**Run 1: register map, names as in the netlist**

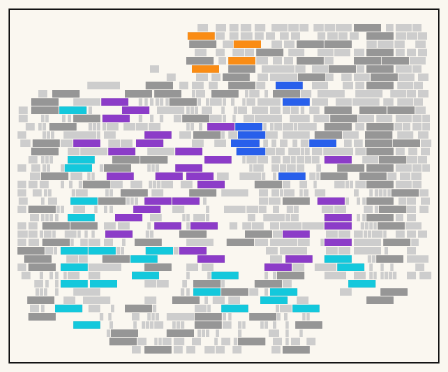
**Run 1: clock wiring as the flow saved it**

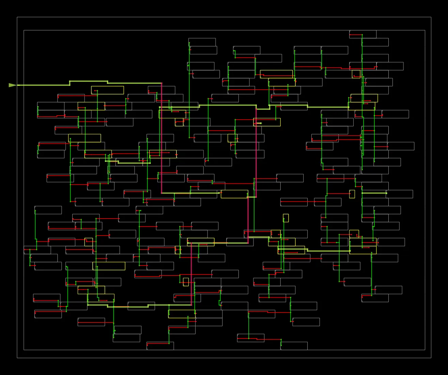
**Run 1: selected gate families**

Scale bar: 50 um.
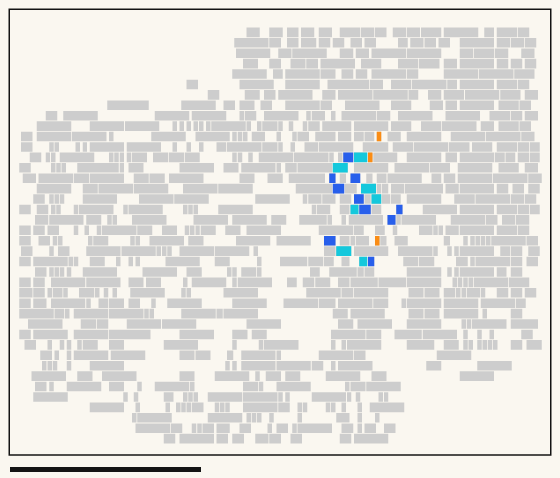
==> config.mk <==
export PLATFORM = sky130hd
export DESIGN_NAME = fpu_operand_loader
export DESIGN_NICKNAME = d
export VERILOG_FILES = /design/src/rtl/fpu_operand_loader.sv
export SDC_FILE = /design/constraint.sdc
export NUM_CORES = 1
export LEC_CHECK = 0
export CORE_AREA = 2 2 139 114
export CTS_BUF_LIST = sky130_fd_sc_hd__clkbuf_4 sky130_fd_sc_hd__clkbuf_8 sky130_fd_sc_hd__clkbuf_16
export DETAILED_ROUTE_END_ITERATION = 8
export DIE_AREA = 0 0 141 116
export PLACE_DENSITY = 0.75
export REMOVE_ABC_BUFFERS = 1
export SYNTH_ARGS = -nofsm -noshare
export SYNTH_HDL_FRONTEND = slang
export SYNTH_SLANG_ARGS = --single-unit
==> constraint.sdc <==
create_clock -name clock100KHz -period 1.77 [get_ports clock100KHz]
set_input_delay 0.531 -clock clock100KHz [delete_from_list [all_inputs] [get_ports clock100KHz]]
set_output_delay 0.531 -clock clock100KHz [all_outputs]
set_load 0.005 [all_outputs]
==> src/rtl/fpu_operand_loader.sv <==
// Byte-serial operand loader and result catcher for the fpu block.
// Assembles A/B from an 8-bit stream, updates both operands on one edge, then captures the result after FPU_LATENCY edges.
module fpu_operand_loader #(
    parameter int FPU_LATENCY = 4
) (
    input  logic        clock100KHz,
    input  logic        reset,
    input  logic [7:0]  byte_in,
    input  logic        byte_valid,
    output logic        byte_ready,
    output logic [31:0] op_A_out,
    output logic [31:0] op_B_out,
    input  logic [31:0] fpu_data_in,
    input  logic [3:0]  fpu_status_in,
    output logic [31:0] result_out,
    output logic [3:0]  status_out,
    output logic        result_valid,
    input  logic        result_ack
);

    typedef enum logic [1:0] {
        LOAD_A  = 2'd0,
        LOAD_B  = 2'd1,
        WAIT    = 2'd2,
        PRESENT = 2'd3
    } state_t;

    localparam logic [7:0] WAIT_INIT = 8'(FPU_LATENCY - 1);

    state_t      state_r;
    state_t      next_state_s;
    logic [1:0]  byte_cnt_r;
    logic [31:0] shadow_a_r;
    logic [31:0] shadow_b_r;
    logic [7:0]  wait_cnt_r;
    logic [31:0] op_a_r;
    logic [31:0] op_b_r;
    logic [31:0] result_r;
    logic [3:0]  status_r;
    logic        result_valid_r;

    logic        byte_ready_s;
    logic        xfer_s;
    logic        last_byte_s;
    logic        load_a_done_s;
    logic        load_b_done_s;
    logic        wait_done_s;
    logic        ack_take_s;

    // State register
    always_ff @(posedge clock100KHz or negedge reset) begin
        if (!reset) begin
            state_r <= LOAD_A;
        end else begin
            state_r <= next_state_s;
        end
    end

    // Next-state decode
    always_comb begin
        next_state_s = state_r;
        case (state_r)
            LOAD_A: begin
                if (load_a_done_s) begin
                    next_state_s = LOAD_B;
                end else begin
                    next_state_s = LOAD_A;
                end
            end
            LOAD_B: begin
                if (load_b_done_s) begin
                    next_state_s = WAIT;
                end else begin
                    next_state_s = LOAD_B;
                end
            end
            WAIT: begin
                if (wait_done_s) begin
                    next_state_s = PRESENT;
                end else begin
                    next_state_s = WAIT;
                end
            end
            PRESENT: begin
                if (ack_take_s) begin
                    next_state_s = LOAD_A;
                end else begin
                    next_state_s = PRESENT;
                end
            end
            default: next_state_s = LOAD_A;
        endcase
    end

    // Output and control decode from state
    always_comb begin
        byte_ready_s  = 1'b0;
        wait_done_s   = 1'b0;
        ack_take_s    = 1'b0;
        case (state_r)
            LOAD_A:  byte_ready_s = 1'b1;
            LOAD_B:  byte_ready_s = 1'b1;
            WAIT:    wait_done_s  = (wait_cnt_r == 8'd0);
            PRESENT: ack_take_s   = result_ack;
            default: byte_ready_s = 1'b0;
        endcase
        xfer_s        = byte_valid & byte_ready_s;
        last_byte_s   = xfer_s & (byte_cnt_r == 2'd3);
        load_a_done_s = last_byte_s & (state_r == LOAD_A);
        load_b_done_s = last_byte_s & (state_r == LOAD_B);
    end

    // Byte counter and operand shadow registers; the counter wraps naturally at 4 bytes
    always_ff @(posedge clock100KHz or negedge reset) begin
        if (!reset) begin
            byte_cnt_r <= 2'd0;
            shadow_a_r <= 32'd0;
            shadow_b_r <= 32'd0;
        end else if (xfer_s) begin
            byte_cnt_r <= byte_cnt_r + 2'd1;
            if (state_r == LOAD_A) begin
                shadow_a_r <= {shadow_a_r[23:0], byte_in};
            end else begin
                shadow_b_r <= {shadow_b_r[23:0], byte_in};
            end
        end else begin
            byte_cnt_r <= byte_cnt_r;
        end
    end

    // Both operands update together on the final B byte so the FPU never sees a mixed pair
    always_ff @(posedge clock100KHz or negedge reset) begin
        if (!reset) begin
            op_a_r <= 32'd0;
            op_b_r <= 32'd0;
        end else if (load_b_done_s) begin
            op_a_r <= shadow_a_r;
            op_b_r <= {shadow_b_r[23:0], byte_in};
        end else begin
            op_a_r <= op_a_r;
        end
    end

    // Latency countdown between operand update and result sampling
    always_ff @(posedge clock100KHz or negedge reset) begin
        if (!reset) begin
            wait_cnt_r <= 8'd0;
        end else if (load_b_done_s) begin
            wait_cnt_r <= WAIT_INIT;
        end else if ((state_r == WAIT) && !wait_done_s) begin
            wait_cnt_r <= wait_cnt_r - 8'd1;
        end else begin
            wait_cnt_r <= wait_cnt_r;
        end
    end

    // Result capture and valid/ack handshake; data is held until the next capture
    always_ff @(posedge clock100KHz or negedge reset) begin
        if (!reset) begin
            result_r       <= 32'd0;
            status_r       <= 4'd0;
            result_valid_r <= 1'b0;
        end else if (wait_done_s) begin
            result_r       <= fpu_data_in;
            status_r       <= fpu_status_in;
            result_valid_r <= 1'b1;
        end else if (ack_take_s) begin
            result_valid_r <= 1'b0;
        end else begin
            result_valid_r <= result_valid_r;
        end
    end

    assign byte_ready   = byte_ready_s;
    assign op_A_out     = op_a_r;
    assign op_B_out     = op_b_r;
    assign result_out   = result_r;
    assign status_out   = status_r;
    assign result_valid = result_valid_r;

endmodule

==> results_slide.txt, run 1 <==
Implementation Results

Hold path
  – Tightest Hold Check Type: in2async

Global routing
  – GRT Overall Usage: about a fifth
  – First-pass GRT wire length: 23.8 mm
  – GRT Residual Overflow: 0
  – Largest net degree at the start of global routing: 64

Yosys
  – Synth area leader: dfrtp_1
  – Synth top area cells: dfrtp_1 (64%), nand2_1 (11%), mux2_2 (11%)
  – Asr flop ratio synth: 100%
  – Post-Syn Instances: 535
  – YS chip area: 0.00665 sq mm
  – Distinct cell type count after synthesis: 36
  – Ys Warns: 0
  – Prevailing post-synth register cell: dfrtp_1
  – Top cell area share: 63.6%
  – Yosys Instances: 535
  – Mapped Area: around 0.0066 sq mm

Setup path
  – Worst setup path startpoint: wait_cnt_r[1]
  – FF-to-FF End: wait_cnt_r[3]
  – Buf/Inv on CP: 1
  – CP required: roughly 2.1 ns
  – WP data arrival: 2.03 ns
  – Critical path capture point type: flop
  – Cells along the critical path: buf_4 -> or4b_1 -> a211oi_1 -> mux2i_1
  – Crit start category: flop
  – Critical Path Fanout Max: 4
  – R2r setup slk: 0.07 ns
  – Stages on the worst setup path: 4
  – Reg-to-Reg Start: wait_cnt_r[1]
  – Critical Path End: wait_cnt_r[3]

Floorplan
  – Fp util: approximately 45%
  – # rows: 40
  – Core Area: 0.0149 sq mm
  – I/O pin cnt: 150
  – DIE AREA: 0.0164 sq mm

Cells and area
  – Final core utilization: 61.9%
  – Area delta synth->final: 38.4%
  – Most common logic cells in the final layout: nand2_1 (201), dfrtp_1 (167), dlygate4sd2_1 (102)
  – Layout cells sized above 1: between 20% and 30%
  – Comb area: 0.00231 sq mm
  – Fin nets: 767
  – Layout fillers: approximately 1200
  – Seq. cell area: 0.00423 sq mm
  – Top cell excl fill/tap: nand2_1

Pwr
  – Max VDD drop: 0.806 mV
  – Internal power: 0.0106 W
  – Sequential power share: 43.7%
  – Switch share: just under 30%
  – Sequential power: 0.00653 W
  – Clk pwr share: 25.9%
  – Comb. pwr: 0.00454 W
  – Pwr Total: ~0.015 W
  – Pwr top: sequential cells
  – Switching Power: 0.00438 W
  – Combinational share of power: 30.4%

STA
  – Minimum clock period: 1.70 ns
  – TNS Setup: 0 ns
  – Setup-failing EPs final: 0
  – Final clock skew: 0.00852 ns
  – Final Hold Viols: 0
  – Slew HR: about 73%
  – WHS: 0.116 ns
  – Slew of the pin with the lowest slew margin: 0.397 ns
  – Smallest setup slack after layout: 0.0693 ns
  – Fmax: 588 MHz

Clock network
  – Clock Sink Count: 169
  – Hold buffers post-CTS: 0
  – Skew-Pair Late Insertion Delay: 0.42 ns
  – Resized cells post-CTS: 104
  – Post-CTS setup buffer count: 16
  – Htree depth: 4
  – Worst-case clock buffer depth: 2

Placed design
  – Post-Place Cell Area: between 0.008 and 0.009 sq mm
  – Pre-CTS WS: -0.225 ns
  – Port bufs: 149

Route
  – 1st-pass router iterations: 4
  – Vias/cell: 4.95
  – Iter 0 DRT Violations: 264
  – Remaining DRCs: 0
  – Final wirelength: about 15 mm
  – Routed length per instance: 16.2 um

Run
  – Tool Warnings: 25

Status
  – Status: finished, final reports clean
-- 'register map, names as in the netlist' (at the start) --
legend:
  blue:
    name_in_the_netlist: wait_cnt_r
    placed_flops: 8
  purple:
    name_in_the_netlist: shadow_a_r
    placed_flops: 32
  orange:
    name_in_the_netlist: status_out
    placed_flops: 4
    where: top centre
  cyan:
    name_in_the_netlist: shadow_b_r
    placed_flops: 24
not coloured: 101

-- 'clock wiring as the flow saved it' (at the start) --
Clock net power: 0.00386 W
TritonCTS buffer count: 17
seq_cells: 169

-- 'selected gate families' (at the start) --
legend:
  cyan:
    family: AND and OR gates
    cells: 7
  orange:
    family: inverters
    cells: 3
    most_used: inv_1
  blue:
    family: inverting AOI/OAI gates
    cells: 10

==> run 1: metal layers <==
layer	share of wire, %	wire length, um	global-route usage [%]
met1	46	6790	25.8
met2	47	6960	29.5
met3	6.4	949	6.07
met4	0.97	144	4.47
met5	0	0	0
==> run 1: worst min-delay path by stage <==
stage,from,endpoint,slack (ns),depth (start not counted)
floorplan,reset,byte_cnt_r[0],0.24,0
global route,reset,result_out[21],0.12,2
global placement,shadow_b_r[23],op_B_out[31],0.44,2
detailed placement,shadow_b_r[21],op_B_out[29],0.45,2
CTS,reset,op_A_out[21],0.11,2
finish,reset,op_B_out[8],0.12,2
==> run 1: state kept, by name (all words and copies together), names as in the netlist, 4 cells and up <==
register	flops
shadow_b_r	24
wait_cnt_r	8
shadow_a_r	32
op_B_out	32
op_A_out	32
result_out	32
status_out	4
==> run 1: layout make-up <==
type / instances / area share (%)
clock buffers: 19 / 4.79
clock inverters: 12 / 1.89
inverters: 3 / 0.122
multi-input cells: 338 / 25.1
flip-flops and latches: 169 / 46.0
well taps: 189 / 2.57
repair buffers: 188 / 19.5
==> run 1: logic make-up after synthesis <==
family                     synth area share (%)
and+or+nand+nor                            14.1
DFF                                        63.6
muxes                                      18.4
buffers and inverters                      2.13
AOI/OAI and AO/OA                          1.05
xor gates and xnor gates                  0.264
adders and majority gates                 0.376
==> run 1: Yosys cell counts (2+ instances only) <==
master      n
mux2_4     29
nor3_1      2
clkbuf_1   11
o211ai_1    2
a21oi_1     2
inv_1       3
buf_2      11
ha_1        2
nand4b_1    2
nand3_1     3
nor2_1      3
buf_6       3
nand2_1   201
nand2b_1    2
mux2_2     64
dfrtp_1   169
mux2i_1     7
==> run 2, diff against run 1 <==
--- a/config.mk
+++ b/config.mk
@@ -7,6 +7,7 @@
 export LEC_CHECK = 0
 export CORE_AREA = 2 2 139 114
 export CTS_BUF_LIST = sky130_fd_sc_hd__clkbuf_4 sky130_fd_sc_hd__clkbuf_8 sky130_fd_sc_hd__clkbuf_16
+export CTS_CLUSTER_DIAMETER = 120
 export DETAILED_ROUTE_END_ITERATION = 8
 export DIE_AREA = 0 0 141 116
 export PLACE_DENSITY = 0.75
**Run 2: register map, names as in the netlist**

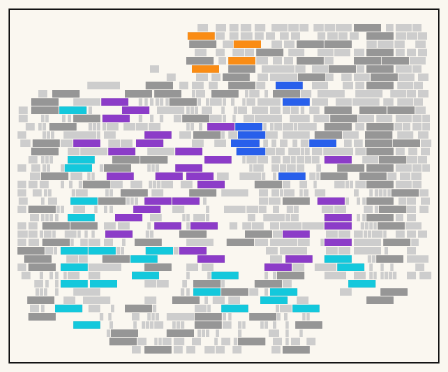
legend:
  cyan:
    name_in_the_netlist: shadow_b_r
    placed_flops: 24
  blue:
    name_in_the_netlist: wait_cnt_r
    placed_flops: 8
  purple:
    name_in_the_netlist: shadow_a_r
    placed_flops: 32
  orange:
    name_in_the_netlist: status_out
    placed_flops: 4
    where: top centre
not coloured: 101

**Run 2: ports around the boundary**

Pins as bars across the die edge, other pins in grey.
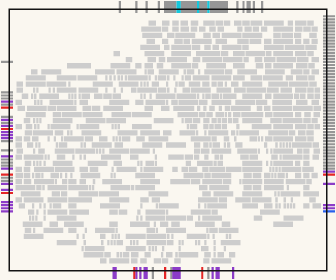
legend:
  blue:
    port: reset
    pins: 1
    direction: input
    edge: right
  cyan:
    port: status_out
    pins: 4
    direction: output
    edge: top
  red:
    port: byte_in
    pins: 8
    direction: input
    edge: 4 left, 3 bottom, 1 right
  purple:
    port: op_B_out
    pins: 32
    direction: output
    edge: 14 bottom, 14 left, 4 right

==> results_slide.txt, run 2 <==
Implementation Results

Yosys
  – Top cell area share: 63.6% (unchanged)
  – Synth area leader: dfrtp_1
  – Synth Seq Share: 63.6%
  – Mapped Area: 0.00665 sq mm (unchanged)
  – Prevailing post-synth register cell: dfrtp_1
  – Post-Syn Instances: 535 (unchanged)
  – Ys Warns: 0 (unchanged)
  – Synth top area cells: dfrtp_1 (64%), nand2_1 (11%), mux2_2 (11%)
  – YS chip area: 0.00665 sq mm (unchanged)
  – Count leader, synth: nand2_1
  – Yosys Instances: 535 (unchanged)
  – Asr flop ratio synth: 100% (unchanged)
  – Commonest cells in the synthesized netlist: nand2_1 (201), dfrtp_1 (169), mux2_2 (64), mux2_4 (29)
  – Synth Register Bits: 169
  – Mean post-synth cell area: between 10 and 15 sq um
  – Distinct cell type count after synthesis: 36 (unchanged)
  – EDFF count, synth: 0

Cells and area
  – Post-Layout Cell Count: 918
  – Most common logic cells in the final layout: nand2_1 (201), dfrtp_1 (167), dlygate4sd2_1 (102)
  – Top cell excl fill/tap: nand2_1
  – Layout cells sized above 1: 24.1% (unchanged)
  – Fin nets: 767 (unchanged)
  – Final core utilization: 61.9% (unchanged)
  – Area delta synth->final: 38.4% (unchanged)
  – Ant. Diodes: 0
  – Post-route cell area: between 0.009 and 0.01 sq mm

Placed design
  – Routability cong.: 0.795
  – Cells after DPL: between 800 and 900
  – Post-Place Cell Area: 0.00852 sq mm (unchanged)
  – Final HPWL DP: 9.63 mm
  – Pre-CTS WS: -0.225 ns (unchanged)
  – Port bufs: 149 (unchanged)

Floorplan
  – Fp util: 44.7% (unchanged)
  – DIE AREA: 0.0164 sq mm (unchanged)
  – Horiz. Die Dim: 141 um
  – # rows: 40 (unchanged)
  – Core Area: 0.0149 sq mm (unchanged)
  – Die Y: 116 um
  – I/O pin cnt: 150 (unchanged)

Global routing
  – GRT Residual Overflow: 0 (unchanged)
  – Initial antenna violation count: 0
  – First-pass GRT wire length: 23.8 mm (unchanged)
  – Vias in the first global route: 4644
  – GRT Overall Usage: 18.8% (unchanged)
  – Largest net degree at the start of global routing: 64 (unchanged)

Setup path
  – Max incr delay on CP: approximately 0.54 ns
  – Setup CP Type: reg2reg
  – Critical Path Fanout Max: 4 (unchanged)
  – Critical path capture point type: flop
  – Crit start category: flop
  – Cells along the critical path: buf_4 -> or4b_1 -> a211oi_1 -> mux2i_1
  – CP required: 2.10 ns (about the same)
  – WP data arrival: 2.03 ns (about the same)
  – CP max-delay cell: or4b_1

Route
  – Highest routed layer: met4
  – Routed wl met2: 6.96 mm (unchanged)
  – Remaining DRCs: 0 (unchanged)
  – 1st-pass router iterations: 4 (unchanged)
  – Vias/cell: 4.95 (unchanged)
  – DR WL met3: 949 um (unchanged)
  – DR vias: about 4500
  – Post-Route M1 WL: 6.79 mm (unchanged)
  – ANT nets after route: 0
  – Iter 0 DRT Violations: 264 (unchanged)
  – Final wirelength: 14.8 mm (unchanged)
  – Routed length per instance: 16.2 um (unchanged)

Clock network
  – Root Driver: clkbuf_16
  – Resized cells post-CTS: 104 (unchanged)
  – TritonCTS buffer count: 17 (unchanged)
  – Worst-case clock buffer depth: 2 (unchanged)
  – CTS tree: yes
  – Hold buffers post-CTS: 0 (unchanged)
  – Skew-Pair Late Insertion Delay: 0.42 ns (about the same)
  – Clock-pin slew on the worst setup and hold paths: 0.06 ns
  – Htree depth: 4 (unchanged)
  – Post-CTS setup buffer count: 16 (unchanged)
  – Clock Sink Count: 169 (unchanged)

STA
  – Minimum clock period: 1.70 ns (unchanged)
  – Setup-failing EPs final: 0 (unchanged)
  – WHS: 0.116 ns (unchanged)
  – Period utilization: 96.1%
  – TNS Setup: 0 ns (unchanged)
  – Fin. max-slew vios: 0
  – Smallest setup slack after layout: 0.0693 ns (unchanged)
  – Slew of the pin with the lowest slew margin: 0.397 ns (unchanged)
  – Final clock skew: 0.00852 ns (unchanged)
  – Slew HR: 73.2% (unchanged)
  – Fmax: 588 MHz (unchanged)
  – Final Hold Viols: 0 (unchanged)

Pwr
  – Internal power: 0.0106 W (unchanged)
  – Pwr Total: 0.0149 W (unchanged)
  – Combinational share of power: 30.4% (about the same)
  – Comb. pwr: 0.00454 W (about the same)
  – Sequential power share: 43.7% (about the same)
  – Pwr top: sequential cells
  – Power per cell area: 1620 mW/mm^2
  – LEAKAGE: 4.69 nW
  – Max VDD drop: 0.806 mV (unchanged)
  – Sequential power: 0.00653 W (about the same)
  – Switching Power: 0.00438 W (unchanged)
  – Clk pwr share: 25.9% (about the same)
  – Switch share: 29.3% (unchanged)
  – Clock net power: 0.00386 W (about the same)

Run
  – Tool Warnings: 25 (unchanged)
  – MaxCap Viol Count: 0

Status
  – Status: finished, final reports clean

Hold path
  – Tightest Hold Check Type: in2async
-- run 2: cell counts after synthesis --
No cell type changed its count.
-- run 2: routing by layer --
layer / up-vias / global-route usage, %
met5: - / 0
met4: 0 / 4.47
met3: 14 / 6.07
met2: 141 / 29.5
met1: 2263 / 25.8
li1: 2127 / -
-- run 2: critical path: cells and delay by family, from the launching register on --
kind                   cells  cell delay, ns
AND-OR/OR-AND              1            0.32
AND/OR/NAND/NOR            1            0.54
multiplexers               1            0.22
flip-flops                 1            0.39
buffers and inverters      1            0.15
-- run 2: logic make-up after synthesis --
group           Yosys count  share of synthesized area (%)
compound gates           10                           1.05
xor+xnor                  2                          0.264
fa+ha+maj                 2                          0.376
buf+inv                  28                           2.13
flops                   169                           63.6
mux                     100                           18.4
simple gates            224                           14.1
-- run 2: path summary, 6_finish.rpt --
kind	slack [ns]	from	cells past startpoint	endpoint
min in group clock100KHz	0.46	shadow_b_r[18]	2	op_B_out[26]
setup / recovery	0.07	wait_cnt_r[1]	4	wait_cnt_r[3]
max in group asynchronous	1.36	reset	2	shadow_a_r[9]
setup reg to reg	0.07	wait_cnt_r[1]	4	wait_cnt_r[3]
hold reg to reg	0.46	shadow_b_r[18]	2	op_B_out[26]
hold / removal	0.12	reset	2	op_B_out[8]
-- run 2: final cells by class --
type | count | area (sq um)
Clock inverter | 12 | 174
Inverter | 3 | 11.3
Multi-Input combinational cell | 338 | 2310
Timing Repair Buffer | 188 | 1800
Sequential cell | 169 | 4230
Clock buffer | 19 | 440
Tap cell | 189 | 236
Fill cell | 1168 | 5670
Power figures rest on the tool's default switching activity, not on a simulated workload.
